==> config.mk <==
export PLATFORM = sky130hd
export DESIGN_NAME = tanh_sequencer
export DESIGN_NICKNAME = d
export VERILOG_FILES = /design/src/rtl/tanh_sequencer.sv
export SDC_FILE = /design/constraint.sdc
export NUM_CORES = 1
export LEC_CHECK = 0
export CAP_MARGIN = 5
export CORE_ASPECT_RATIO = 1.2
export CORE_MARGIN = 3
export CORE_UTILIZATION = 54
export CTS_BUF_LIST = sky130_fd_sc_hd__clkbuf_4 sky130_fd_sc_hd__clkbuf_8
export DETAILED_ROUTE_END_ITERATION = 10
export GPL_TIMING_DRIVEN = 0
export PLACE_DENSITY = 0.83
export SETUP_SLACK_MARGIN = 0.3
export SLEW_MARGIN = 40
export SYNTH_ARGS = -nofsm -noshare
export SYNTH_HDL_FRONTEND = slang
export SYNTH_SLANG_ARGS = --single-unit
==> constraint.sdc <==
create_clock -name clock -period 6.24 [get_ports clock]
set_clock_uncertainty 0.15 [all_clocks]
set_input_delay 1.248 -clock clock [delete_from_list [all_inputs] [get_ports clock]]
set_output_delay 1.248 -clock clock [all_outputs]
set_load 0.05 [all_outputs]
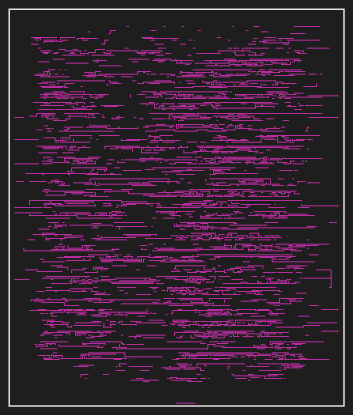
Figure 1: signal wires on met1.
Scale: 4 px per um.
wire length on this layer: 4880 um
longest straight run: 23.9 um
main direction: horizontal
nets with wire on the layer: 575
met1 Use GR: 0.350
routed wire length: 12.2 mm
via count: 4178

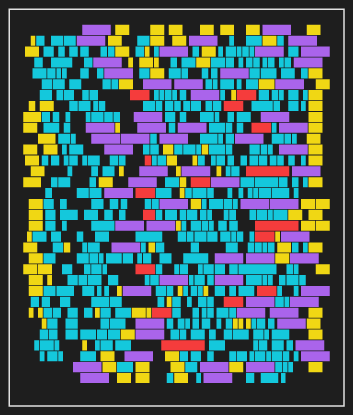
Figure 2: cells coloured by class.
Scale: 4 px per um.
legend:
  clock drivers and dummy loads:
    colour: red
    cells: 16
    share_of_their_area: 5.2%
  sequential cells:
    colour: purple
    cells: 63
    share_of_their_area: 26%
  combinational and other logic:
    colour: cyan
    cells: 389
    share_of_their_area: 51%
  remaining buffers and delay cells:
    colour: yellow
    cells: 109
    share_of_their_area: 18%
row cnt: 33
fin area: 5020 sq um
sequential portion of the cell area: 0.251
final core occ: 0.729

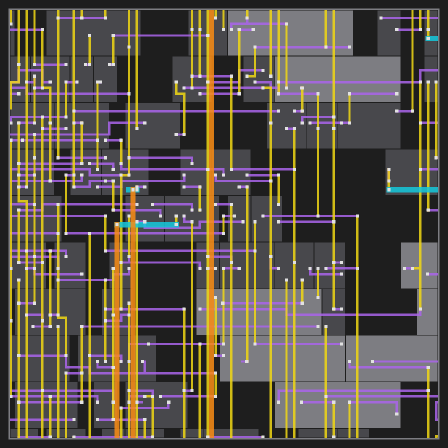
Figure 3: layout detail.
Window x 8 to 33, y 62 to 87 um. Cells in grey, sequential cells in the stronger grey; small squares are vias.
legend:
  metal 2:
    colour: yellow
  metal 1:
    colour: purple
  metal 3:
    colour: cyan
  metal 4:
    colour: orange
sequential cells in the window: 6
cells with their middle in the window: 47
most frequent: o21ai_0 (6), a31oi_1 (6), dfxtp_1 (6)

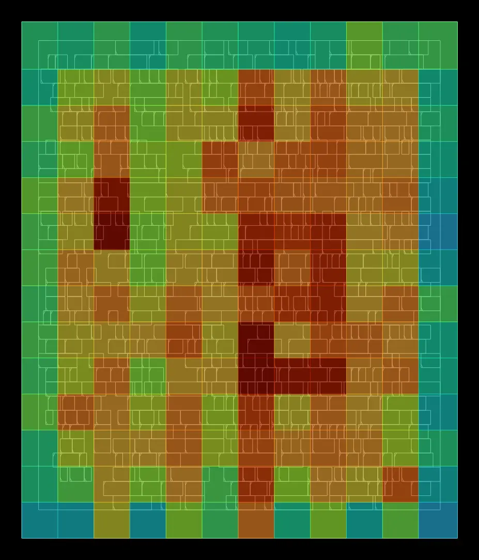
Figure 4: track usage over the die.
aggregate global-route resource usage: 0.296
gr busiest metal: met2
met3 Use GR: 0.0485

==> impl_metrics.ini <==
; implementation run metrics
[outcome]
status = complete, no violations

[route]
drc_errors = 0
topRoutingLayerUsed = met4
drt_iter0_markers = 339
avgViaCountPerCell = 6.29
first_pass_iters = 6
met1_length_mm = 4.88

[pwr]
p_clk_frac = 0.265
swShare = 0.403
p_sw_uw = 687
p_leak_uw = 0.00185
ir_drop_mv = 0.232
p_int_uw = 1020
p_seq_frac = 0.290

[clock_tree]
clk_pin_slew_worst_paths_ns = 0.08
cts-resized-gates = 2
cts_buffers = 9
cts_tree = done
clk_path_buf_depth = 2
post_cts_buffers = 1

[synth]
ys_sh_simple = 0.238
syn_avg_cell_area_sq_um = 7.96
netlist_instances = 487
synth_adder_area_share = 0.0129
yosys-top-cells-count = dfxtp_1, nor2_1, o21ai_0
synth_stat.cells = 487
synthesis.nets = 529
synth_seq_share = 0.325
yosys_most_used_dff = dfxtp_1
yosysChipArea_sq_um = 3880
most_common_cell = dfxtp_1
syn_area_sq_um = 3880
top_area_frac = 0.325
synth-edff-count = 0
synth-xor-area-share = 0.0429
synthTopCellsByArea = dfxtp_1, o21ai_0, a21oi_1
ys_seq_elements = 63

[finish]
logic_gate_count = 374
final_cells = 664
comb_area_sq_um = 2450
biggestCellCategory = combinational gates
areaGrowthSynthToFinish_pct = 29.6
inv_count = 15
clk_share = 0.0508
clock_buffer_count = 11
flop_area_sq_um = 1260
layout-drive-gt1-share = 0.107

[placement]
place_area_sq_um = 4710
port_buffers = 72
hpwl_mm = 8.90
placedCellCount = 646

[setup_path]
crit_chain = clkdlybuf4s50_1 -> or3_1 -> or4_1 -> buf_2 -> o311a_1 -> o311ai_2 -> o31a_2 -> or2_1 -> buf_4 -> buf_6 -> and2_1 -> ha_1 -> inv_1 -> a221oi_4 -> nand2_2 -> nor2_1 -> o2111a_1 -> nand4_1 -> o211ai_1 -> a21oi_1
cp_max_fo = 10
cp.depth = 20
path_delay_family = AND-OR/OR-AND gates
r2r_cells = 17
cpPeakStageDelay_ns = 0.56
crit_type = in2reg

[grt]
grt_max_degree = 12
grt.overflow.total = 0
grt_pass1_vias = 4071
grt_pass1_wl_mm = 19.8
use_met2 = 0.532
antenna_found_initial = 0

[sta]
setup_viol = 0
hold_ws_ns = 0.303
period_needed_ns = 5.67
drv_slew = 0

[floorplanning]
tapCellCount = 87
core_area_sq_um = 6900
die_w_um = 83.3

[flow_run]
tool_warnings = 27

[worst_hold_path]
holdPathStages = 2
power groups by stage:
| stage | registers (uW) | clock network [uW] | logic (uW) |
|---|---|---|---|
| floorplan | 646 | 0 | 362 |
| global placement | 501 | 0 | 715 |
| detailed placement | 502 | 0 | 731 |
| CTS | 494 | 451 | 740 |
| global route | 501 | 470 | 814 |
| finish | 494 | 451 | 760 |
through the flow:
stage          setup TNS, ns  total power, uW  setup slack [ns]
2_1_floorplan              0             1010             0.842
3_3_place_gp          -0.240             1220            -0.169
3_5_place_dp          -0.406             1230            -0.230
4_1_cts                    0             1690             0.349
5_1_grt                    0             1790             0.302
6_report                   0             1710             0.574
Power is estimated from default activity; no workload was simulated.
